`config.mk`:
```
export PLATFORM = sky130hd
export DESIGN_NAME = pa_ifu_spsram_ctrl
export DESIGN_NICKNAME = d
export VERILOG_FILES = /design/src/rtl/pa_ifu_sram_pkg.sv /design/src/rtl/pa_ifu_spsram_ctrl.sv
export SDC_FILE = /design/constraint.sdc
export NUM_CORES = 1
export LEC_CHECK = 0
export ABC_CLOCK_PERIOD_IN_PS = 2250
export CAP_MARGIN = 20
export CORE_AREA = 2 2 118 120
export DETAILED_ROUTE_END_ITERATION = 16
export DIE_AREA = 0 0 120 122
export GPL_ROUTABILITY_DRIVEN = 0
export GPL_TIMING_DRIVEN = 0
export PLACE_DENSITY = 0.67
export REMOVE_ABC_BUFFERS = 1
export SKIP_LAST_GASP = 1
export SYNTH_ARGS = -nofsm -noshare
export SYNTH_HDL_FRONTEND = slang
export SYNTH_SLANG_ARGS = --single-unit
```
`constraint.sdc`:
```
create_clock -name forever_cpuclk -period 2.25 [get_ports forever_cpuclk]
set_clock_uncertainty 0.2 [all_clocks]
set_input_delay 0.3375 -clock forever_cpuclk [delete_from_list [all_inputs] [get_ports forever_cpuclk]]
set_output_delay 0.3375 -clock forever_cpuclk [all_outputs]
set_load 0.02 [all_outputs]
```
`src/rtl/pa_ifu_sram_pkg.sv`:
```
// Shared types and constants for the IFU single-port SRAM controller.
// Latency: n/a (declarations only).
// Backpressure: n/a.
package pa_ifu_sram_pkg;

  localparam int DEF_ADDR_WIDTH = 5;
  localparam int DEF_DATA_WIDTH = 47;

  // Widest bit-write-enable vector the helper below can describe.
  localparam int WEN_MAX = 1024;

  typedef enum logic [1:0] {
    ST_INIT = 2'b00,
    ST_IDLE = 2'b01,
    ST_INV  = 2'b10
  } sram_state_e;

  // All-ones (inactive) bit write enable of width n, right-aligned in WEN_MAX bits.
  function automatic logic [WEN_MAX-1:0] wen_idle(input int n);
    logic [WEN_MAX-1:0] v;
    v = '0;
    for (int i = 0; i < WEN_MAX; i++) begin
      if (i < n) v[i] = 1'b1;
    end
    return v;
  endfunction

endpackage

```
`src/rtl/pa_ifu_spsram_ctrl.sv`:
```
// Single-port SRAM initiator: reset/invalidate sweeps plus a valid/ready read/write port.
// Latency: read data one cycle after acceptance; sweeps take 2**ADDR_WIDTH cycles.
// Backpressure: req_rdy low during reset, sweeps, and any IDLE cycle with inv_req asserted.
module pa_ifu_spsram_ctrl
  import pa_ifu_sram_pkg::*;
#(
  parameter int ADDR_WIDTH = DEF_ADDR_WIDTH,
  parameter int DATA_WIDTH = DEF_DATA_WIDTH,
  parameter logic [DATA_WIDTH-1:0] INIT_VAL = {DATA_WIDTH{1'b0}}
) (
  input  logic                  forever_cpuclk,
  input  logic                  cpurst,
  input  logic                  inv_req,
  output logic                  inv_busy,
  input  logic                  req_vld,
  input  logic                  req_wr,
  input  logic [ADDR_WIDTH-1:0] req_addr,
  input  logic [DATA_WIDTH-1:0] req_wdata,
  input  logic [DATA_WIDTH-1:0] req_wmask,
  output logic                  req_rdy,
  output logic                  rsp_vld,
  output logic [DATA_WIDTH-1:0] rsp_data,
  output logic [ADDR_WIDTH-1:0] sram_a,
  output logic                  sram_cen,
  output logic                  sram_gwen,
  output logic [DATA_WIDTH-1:0] sram_wen,
  output logic [DATA_WIDTH-1:0] sram_d,
  input  logic [DATA_WIDTH-1:0] sram_q
);

  localparam logic [WEN_MAX-1:0]    WEN_VEC  = wen_idle(DATA_WIDTH);
  localparam logic [DATA_WIDTH-1:0] WEN_IDLE = WEN_VEC[DATA_WIDTH-1:0];
  localparam logic [ADDR_WIDTH-1:0] CNT_LAST = '1;

  sram_state_e           state;
  logic [ADDR_WIDTH-1:0] cnt;
  logic [DATA_WIDTH-1:0] hold;
  logic                  acc_rd;

  // SRAM pin drive and request handshake; reset forces every pin inactive.
  always_comb begin
    sram_cen  = 1'b1;
    sram_gwen = 1'b1;
    sram_wen  = WEN_IDLE;
    sram_a    = '0;
    sram_d    = '0;
    req_rdy   = 1'b0;
    inv_busy  = 1'b1;
    acc_rd    = 1'b0;
    if (!cpurst) begin
      if (state != ST_IDLE) begin
        // Sweep: full-width write of INIT_VAL to entry cnt.
        sram_cen  = 1'b0;
        sram_gwen = 1'b0;
        sram_wen  = '0;
        sram_a    = cnt;
        sram_d    = INIT_VAL;
      end else begin
        inv_busy = 1'b0;
        // An invalidate request takes the cycle; no access is issued alongside it.
        req_rdy  = ~inv_req;
        if (req_vld && !inv_req) begin
          sram_cen = 1'b0;
          sram_a   = req_addr;
          if (req_wr) begin
            sram_gwen = 1'b0;
            sram_wen  = ~req_wmask;
            sram_d    = req_wdata;
          end else begin
            acc_rd = 1'b1;
          end
        end
      end
    end
  end

  // Sweep sequencing: INIT after reset, INV on request, IDLE in between.
  always_ff @(posedge forever_cpuclk) begin
    if (cpurst) begin
      state <= ST_INIT;
      cnt   <= '0;
    end else begin
      case (state)
        ST_INIT, ST_INV: begin
          if (cnt == CNT_LAST) begin
            state <= ST_IDLE;
            cnt   <= '0;
          end else begin
            cnt <= cnt + ADDR_WIDTH'(1);
          end
        end
        ST_IDLE: begin
          if (inv_req) state <= ST_INV;
        end
        default: begin
          state <= ST_INIT;
          cnt   <= '0;
        end
      endcase
    end
  end

  // Read response: one-cycle valid pulse, and capture of Q for the hold value.
  always_ff @(posedge forever_cpuclk) begin
    if (cpurst) begin
      rsp_vld <= 1'b0;
      hold    <= '0;
    end else begin
      rsp_vld <= acc_rd;
      if (rsp_vld) hold <= sram_q;
    end
  end

  // Q passes straight through in the response cycle so no extra latency is added.
  assign rsp_data = rsp_vld ? sram_q : hold;

endmodule
```
==> COMMIT_EDITMSG, run 1 <==
Update PnR metrics after Yosys + OpenROAD run

- Per the run report, area growth between synthesis and finish was 115%.
- In the per-layer summary, the met1 wirelength comes to around 5600 um.
- For this run, the number of Yosys warnings is 0.
- Excluding fillers, the count of instances in the completed layout stands at 816.
* DR DRC count: 0
- Compound-Gate Fraction of Synth Area: 11.7%
- Critical path data required time: 1.71 ns
* Peak per-stage delay on the critical path: ~0.37 ns
- Of the available clock period, the critical path in the final layout requires between 90% and 100%.
- Looking at the critical path, the highest net fanout was 7.
* Endpoint type of the worst setup path: output pin
- Global Route met3 Usage: 4.96%
- Inserted Clock Buffers: 5
- Static Leak: 2.93 nW
- MaxCap Viol Count: 0
- Number of warning messages in the logs: 27
- In this run, synthesis inferred 0 flip-flops with an integrated enable.
- The tree is rooted in a sky130_fd_sc_hd__clkbuf_16.
- Number of standard cells reported by yosys: 320
- Largest family of logic cells by area: simple AND/OR/NAND/NOR gates
- OpenSTA, run right after detailed placement, puts the worst setup slack at -1.48 ns.
- First-pass GRT wire length: 20100 um
* Post-Synthesis Mean Instance Area: 9.21 sq um
- Slew Limit Fails: 0
- According to the floorplan report, the placeable core area is 13500 sq um.
- Yosys reported that registers with async set or reset make up 0%.
- In the detailed route, the total length drawn on met2 is 6590 um.
- In this run the most used layer during global routing was met2.
- After layout, the worst setup slack is 0.0487 ns.
- Cell breakdown of the critical path: nand2b_4 > buf_12 > nor3_4 > buf_4 > and2_1 > clkdlybuf4s15_2
- Clock sink total: between 50 and 60
* Reg2Reg Capture Point: cnt[3]
- Flop pwr share: 41.2%
* Total of buffers placed on input and output ports: 301
- Simple-gate share of the synthesized area: 25.6%
- Area fraction in mux cells: 18.0%
- Yosys reports that the most numerous cell types are 55 x sky130_fd_sc_hd__dfxtp_1, 48 x sky130_fd_sc_hd__nor2b_1, 47 x sky130_fd_sc_hd__mux2_2, 47 x sky130_fd_sc_hd__o21ai_0, 45 x sky130_fd_sc_hd__and2_1.
- For reference, the most critical setup path is categorized as flip-flop to output pin.
* Highest Clock Rate: 454 MHz
- Net count, final: 788
- Bufs and invs on worst path: 3
- TritonCTS clock tree: built
- 0 antenna diodes ended up in the layout.
- After the first detailed-routing iteration, the DRC count stood at between 90 and 100.
* Worst Hold Slack: about 0.21 ns
* Main area contributors: sky130_fd_sc_hd__dfxtp_1 37%, sky130_fd_sc_hd__mux2_2 18%, sky130_fd_sc_hd__nor2b_1 10%
- Endpoints with negative setup slack in the final report add up to 0.
- Switching power as a fraction of the total was reported as 23.5%.
- The total overflow left after global routing is 0.
* Floorplan utilization: 21.8%
- Setup total negative slack on the finished layout was measured at 0 ns.
* Power density over cell area: approximately 380 nW/um^2
* Via density: 4.33
- Worst slew pin tran: between 0.4 and 0.5 ns
- Number of distinct standard cells referenced by the synthesized netlist: 30
- Number of cells produced by synthesis: 320
- Setup repair after global routing could not meet its margin everywhere.
* Post-synth design cell area: 2950 sq um
- Per the synthesis report, the adder-cell share of the synthesized area is 0.849%.
- Hold Crit Class: input port to flip-flop
- Global routing used 17.5% of the available tracks.
- The vertical die dimension reported for this design is 122 um.
* Global-route met1 utilization: 21.3%
- Result of the run: finished clean
* Crit path max-delay family: buffers and inverters
- Type of origin of the critical path: flip-flop
* Chip Footprint: approximately 15000 sq um
* Hold Crit Depth: 2
- Cell count after placement: between 700 and 800
* Worst hold start: req_wr
- The initial antenna violation count is 0.
run 1: registers in the layout (all words and copies together) (netlist names):
| signal | cells |
|---|---|
| state | 2 |
| rsp_vld | 1 |
| hold | 47 |
| cnt | 5 |
run 1: layout make-up:
type                            instances  area [sq um]
Fill cell                            1330          7170
Timing Repair Buffer                  329          3010
Multi-Input combinational cell        242          1810
Sequential cell                        55          1110
Tap cell                              180           225
Clock buffer                            5           125
Clock inverter                          3          46.3
Inverter                                2          7.51
run 1: timing repair:
item | CTS | global route
gates cloned | 8 | 0
endpoints found under the setup margin | 151 | 89
resized | 417 | 70
pin swaps | 8 | 0
buffers inserted | 25 | 1
hold buffers | 0 | 0
run 1: layout by cell type, fill, tap and decap left out, drive strengths merged, types with 2 or more instances in the layout:
master / n
clkbuf: 11
ha: 2
buf: 88
a22oi: 8
a21oi: 6
inv: 3
clkdlybuf4s15: 32
nand2b: 5
nor2b: 48
dlygate4sd2: 56
nand2: 2
and2: 47
nor2: 13
o21ai: 47
nor3: 6
nand3b: 3
dfxtp: 55
clkdlybuf4s50: 147
mux2: 47
run 1: power by group through the flow:
| stage | registers (mW) | clock network, mW | logic (mW) |
|---|---|---|---|
| finish | 0.981 | 0.892 | 0.506 |
| CTS | 0.981 | 0.925 | 0.520 |
| global route | 0.982 | 0.964 | 0.537 |
| detailed placement | 1.01 | 0 | 0.503 |
| floorplan | 1.00 | 0 | 0.111 |
| global placement | 1.01 | 0 | 0.496 |
run 1: cell families (layout without fill, tap and decap cells):
group                      Yosys count  count (layout)
and+or+nand+nor                    123             128
AOI/OAI and AO/OA                   61              64
DFF                                 55              55
muxes                               47              47
buffers and inverters               31             339
adders and majority gates            2               2
xor gates and xnor gates             1               1
run_1/cell_classes.png
The bar under the picture is 20 um long. Fill, decap, tap and diode cells in gray.
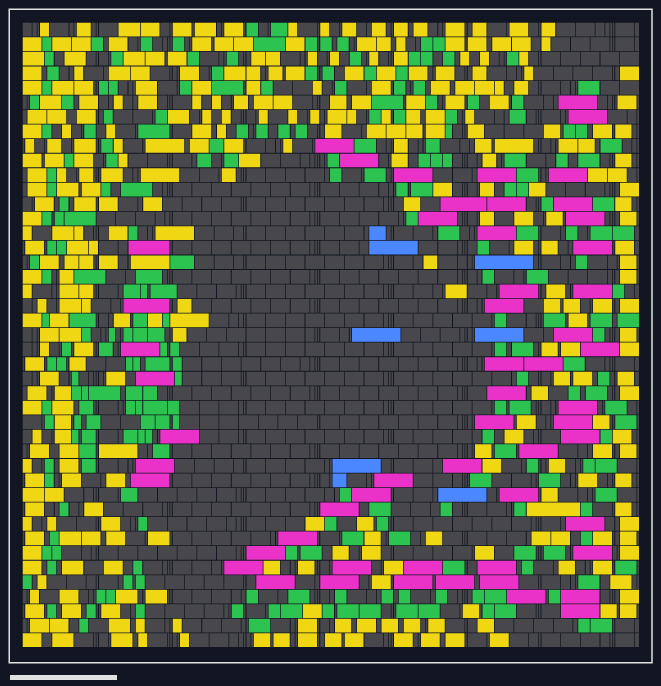
[clock drivers and dummy loads] blue | cells: 8 | share of their area: 2.8%
[flip-flops] magenta | cells: 55 | share of their area: 18%
[other buffers and delay cells] yellow | cells: 329 | share of their area: 49%
[all other logic] green | cells: 244 | share of their area: 30%

run_1/final_placement.png
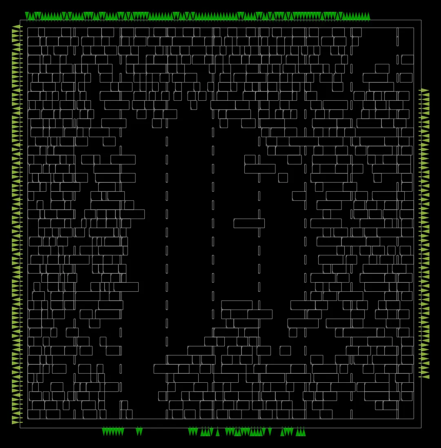
Site Rows: 43
utilization after layout: 46.9%
final sequential cell count: 55

run_1/met2.png
The bar under the picture is 20 um long.
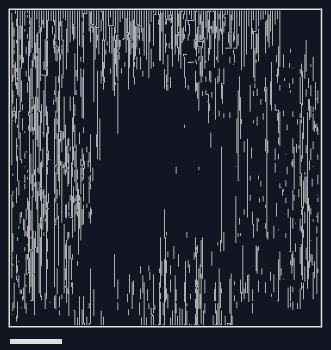
nets with wire on the layer: 686
wire length on this layer: 6590 um
main direction: vertical
share of all routed wire: 49%
met2 Track Usage GR: 30.4%
WL final: 13500 um
vias: 3533

run_1/clock_map.png
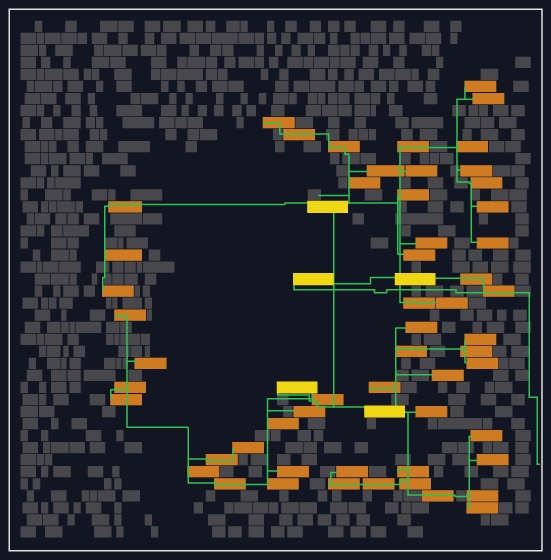
[clock wires] green | length: 737 um
[cells driving clock nets] yellow | count: 5
[flip-flops] orange | count: 55
flops lie: all over the die
routed clock nets: 6
clk_lat worst skew: 0.29 ns
clock-net power: 0.892 mW

==> inputs of run 2 (changes only) <==
- CAP_MARGIN: 20 -> unset
run_2/pdn.png
Pins as bars on the die edge. Tap cells in gray.
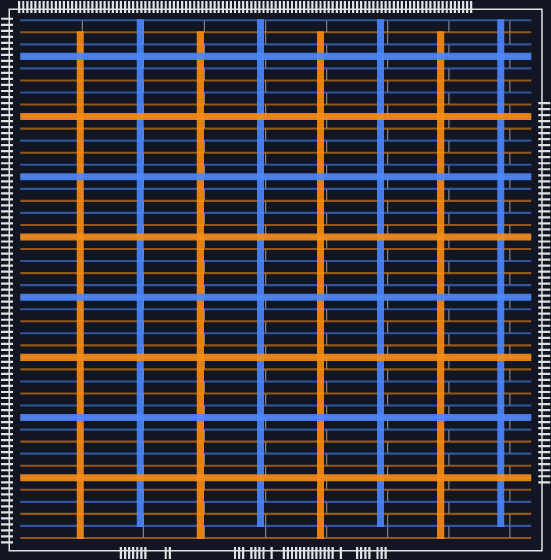
[VDD] blue
[VSS] orange
signal pins: 302
met4 straps: 8
met1 rails: 44
tap cells: 180

==> run 2 against run 1 <==
Against the previous run:
- hold slack is the same
- via count is the same
- global-route usage is the same
- die size is the same
- critical endpoint unchanged
- largest cell class unchanged
- highest routed layer unchanged
==> COMMIT_EDITMSG, run 2 <==
Update PnR metrics after Yosys + OpenROAD run

- Warnings from Yosys: 0 (unchanged)
* Area fraction in mux cells: 18.0% (unchanged)
* Number of enable flip-flop cells: 0 (unchanged)
- Met2 routed WL: 6590 um (unchanged)
- The area of the core was 13500 sq um (unchanged).
* Worst R2R Setup Slack: 0.51 ns
- Floorplan utilization: 21.8% (unchanged)
- Post-Synthesis Mean Instance Area: 9.21 sq um (unchanged)
* Slew Limit Fails: 0 (unchanged)
* Largest family of logic cells by area: simple AND/OR/NAND/NOR gates
- The critical path is of the flip-flop to output pin type.
- The count of max-cap constraint violations is 0 (unchanged).
- The sink count of the clock tree was 55 (unchanged).
- Reg2Reg Capture Point: cnt[3]
- Count of pins on the block boundary: 302
* Global routing's busiest layer: met2
- The setup TNS is 0 ns (unchanged).
* TritonCTS clock tree: built
* Cell taking the most area after synthesis: sky130_fd_sc_hd__dfxtp_1
- The count of input and output buffers was 301 (unchanged).
* Endpoint type of the worst setup path: output pin
* Post-place setup slack: -1.48 ns (unchanged)
- The post-layout utilization of the core is 46.9% (unchanged).
* Antenna fix cells: 0 (unchanged)
- Result of the run: finished clean
- Ys async rst share: 0% (unchanged)
- Met2 Track Usage GR: 30.4% (unchanged)
- The DRC marker count from the first detailed-route iteration was 94 (unchanged).
* Number of distinct standard cells referenced by the synthesized netlist: 30 (unchanged)
- For the finished layout, the period the worst path requires is between 2 and 2.5 ns.
- Per the cell usage report, the commonest logic cell in the layout is sky130_fd_sc_hd__clkdlybuf4s50_1.
* Cell count after placement: 774 (unchanged)
* Simple-gate share of the synthesized area: 25.6% (unchanged)
- The final worst-path cycle share came to 97.8% (unchanged).
* CTS root buf: sky130_fd_sc_hd__clkbuf_16
- Final non-filler cell area: 6340 sq um
- The synthesis report lists the most area-consuming cells as sky130_fd_sc_hd__dfxtp_1 37%, sky130_fd_sc_hd__mux2_2 18%, sky130_fd_sc_hd__nor2b_1 10%.
* Type of origin of the critical path: flip-flop
* Number of warning messages in the logs: 27 (unchanged)
* Chip Footprint: 14600 sq um (unchanged)
- Registers with the most flip-flops: hold x47, cnt x5, state x2
- Power density over cell area: 375 nW/um^2 (unchanged)
- Sequential standard cell area: 1110 sq um (unchanged)
- Vias: 3533 (unchanged)
- The layout net count came to 788 (unchanged).
- The met1 demand-to-capacity share in global routing is 21.3% (unchanged).
* Worst slew pin tran: 0.472 ns (unchanged)
- Highest Clock Rate: 454 MHz (unchanged)
* Critical path data required time: 1.71 ns (about the same)
* Post-synth design cell area: 2950 sq um (unchanged)
- The library cells used most frequently in the layout, excluding fill and tap cells, are 147 x sky130_fd_sc_hd__clkdlybuf4s50_1, 56 x sky130_fd_sc_hd__dlygate4sd2_1, 52 x sky130_fd_sc_hd__dfxtp_1.
* DR DRC count: 0 (unchanged)
- Setup slack after layout: 0.0487 ns (unchanged)
- Setup repair after global routing missed its margin: yes
- The row count came to 43 (unchanged).
- Register bit total from synthesis: about 55
- STA reports the tightest min-delay check as being of type input port to flip-flop.
- The instance count of the mapped netlist was 320 (unchanged).
- Arithmetic-cell share of the synthesized area counting full adders, half adders and majority gates: 0.849% (unchanged)
- The initial antenna violation count is 0 (unchanged).
- The number of vias per cell after detailed routing was 4.33 (unchanged).
- The number of buffers inserted during clock tree synthesis came to 5 (unchanged).
- Global Route met3 Usage: 4.96% (unchanged)
* Gate Area: 1810 sq um (unchanged)
- Clk_lat worst skew: 0.29 ns (about the same)
- The first-pass GRT wire length was 20100 um (unchanged).
- Register name with the most flops: hold
- Worst Hold Slack: 0.209 ns (unchanged)
* Clock slew at reported path FFs: 0.07 ns
- Global-route usage over all layers: 17.5% (unchanged)
- Number of endpoints failing setup at the final stage: 0 (unchanged)
- The remaining global-route overflow was 0 (unchanged).
- Vertical die dimension: 122 um (unchanged)
* Static Leak: 2.93 nW (unchanged)
- WL final: 13500 um (unchanged)
* Routed metal-1 wire length: 5590 um (unchanged)
- The layout overhead on the synthesized area is 115% (unchanged).
* Crit path max fanout: 7 (unchanged)
* Top cells by instance count after synthesis: 55 x sky130_fd_sc_hd__dfxtp_1, 48 x sky130_fd_sc_hd__nor2b_1, 47 x sky130_fd_sc_hd__mux2_2, 47 x sky130_fd_sc_hd__o21ai_0, 45 x sky130_fd_sc_hd__and2_1
* Number of standard cells reported by yosys: 320 (unchanged)
* Number of flip-flops under the largest register name: 47 (unchanged)
- The post-synthesis compound-gate area fraction is 11.7% (unchanged).
- Buffer depth of the longest clock path: 2
run_2/final_placement.png
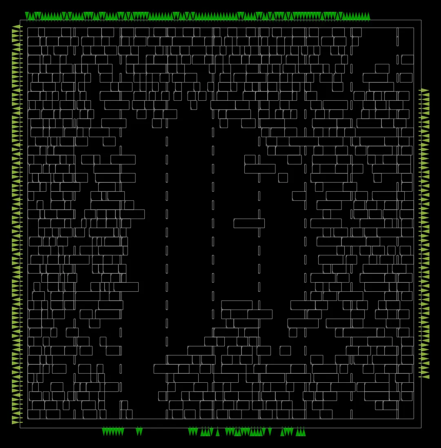
final-layout fill cell count: 1330
tap cell count: 180
final cell count without fillers: 816

==> run 2: worst min path at each step <==
stage            from      end  slack (ns)  cells after the start
2_1_floorplan  cpurst   cnt[4]        0.21                      1
3_3_place_gp   cnt[4]   cnt[4]        0.30                      2
3_5_place_dp   cnt[4]   cnt[4]        0.30                      2
4_1_cts        req_wr  rsp_vld        0.20                      2
5_1_grt        req_wr  rsp_vld        0.22                      2
6_report       req_wr  rsp_vld        0.21                      2
==> run 2: worst max-delay path, stage by stage (launching register included) <==
cell and delay, ns:
sky130_fd_sc_hd__dfxtp_2 0.37, sky130_fd_sc_hd__nand2b_4 0.18, sky130_fd_sc_hd__buf_12 0.15, sky130_fd_sc_hd__nor3_4 0.12, sky130_fd_sc_hd__buf_4 0.16, sky130_fd_sc_hd__and2_1 0.13
sky130_fd_sc_hd__clkdlybuf4s15_2 0.26
==> run 2: logic make-up after synthesis <==
logic type	after synthesis
compound gates	61
flops	55
fa+ha+maj	2
simple gates	123
mux	47
buf+inv	31
xor+xnor	1
==> run 2: what timing repair did <==
| item | in CTS | in global routing |
|---|---|---|
| gates cloned | 8 | 0 |
| pin swaps | 8 | 0 |
| gates resized | 417 | 70 |
| hold buffers | 0 | 0 |
| endpoints found under the setup margin | 151 | 89 |
| setup buffers | 25 | 1 |
==> run 2: final cells by class <==
class                   count  area share, %
clock buffers               5           1.97
clock inverters             3          0.731
inverters                   2          0.118
multi-input cells         242           28.6
flip-flops and latches     55           17.5
well taps                 180           3.55
repair buffers            329           47.6
==> run 2: power breakdown <==
group          internal, mW  total, mW  switching, mW
Combinational         0.316      0.506          0.190
Clock                 0.529      0.892          0.363
Sequential            0.975      0.981        0.00613
Total                  1.82       2.38          0.559
Power and IR drop assume default switching activity.
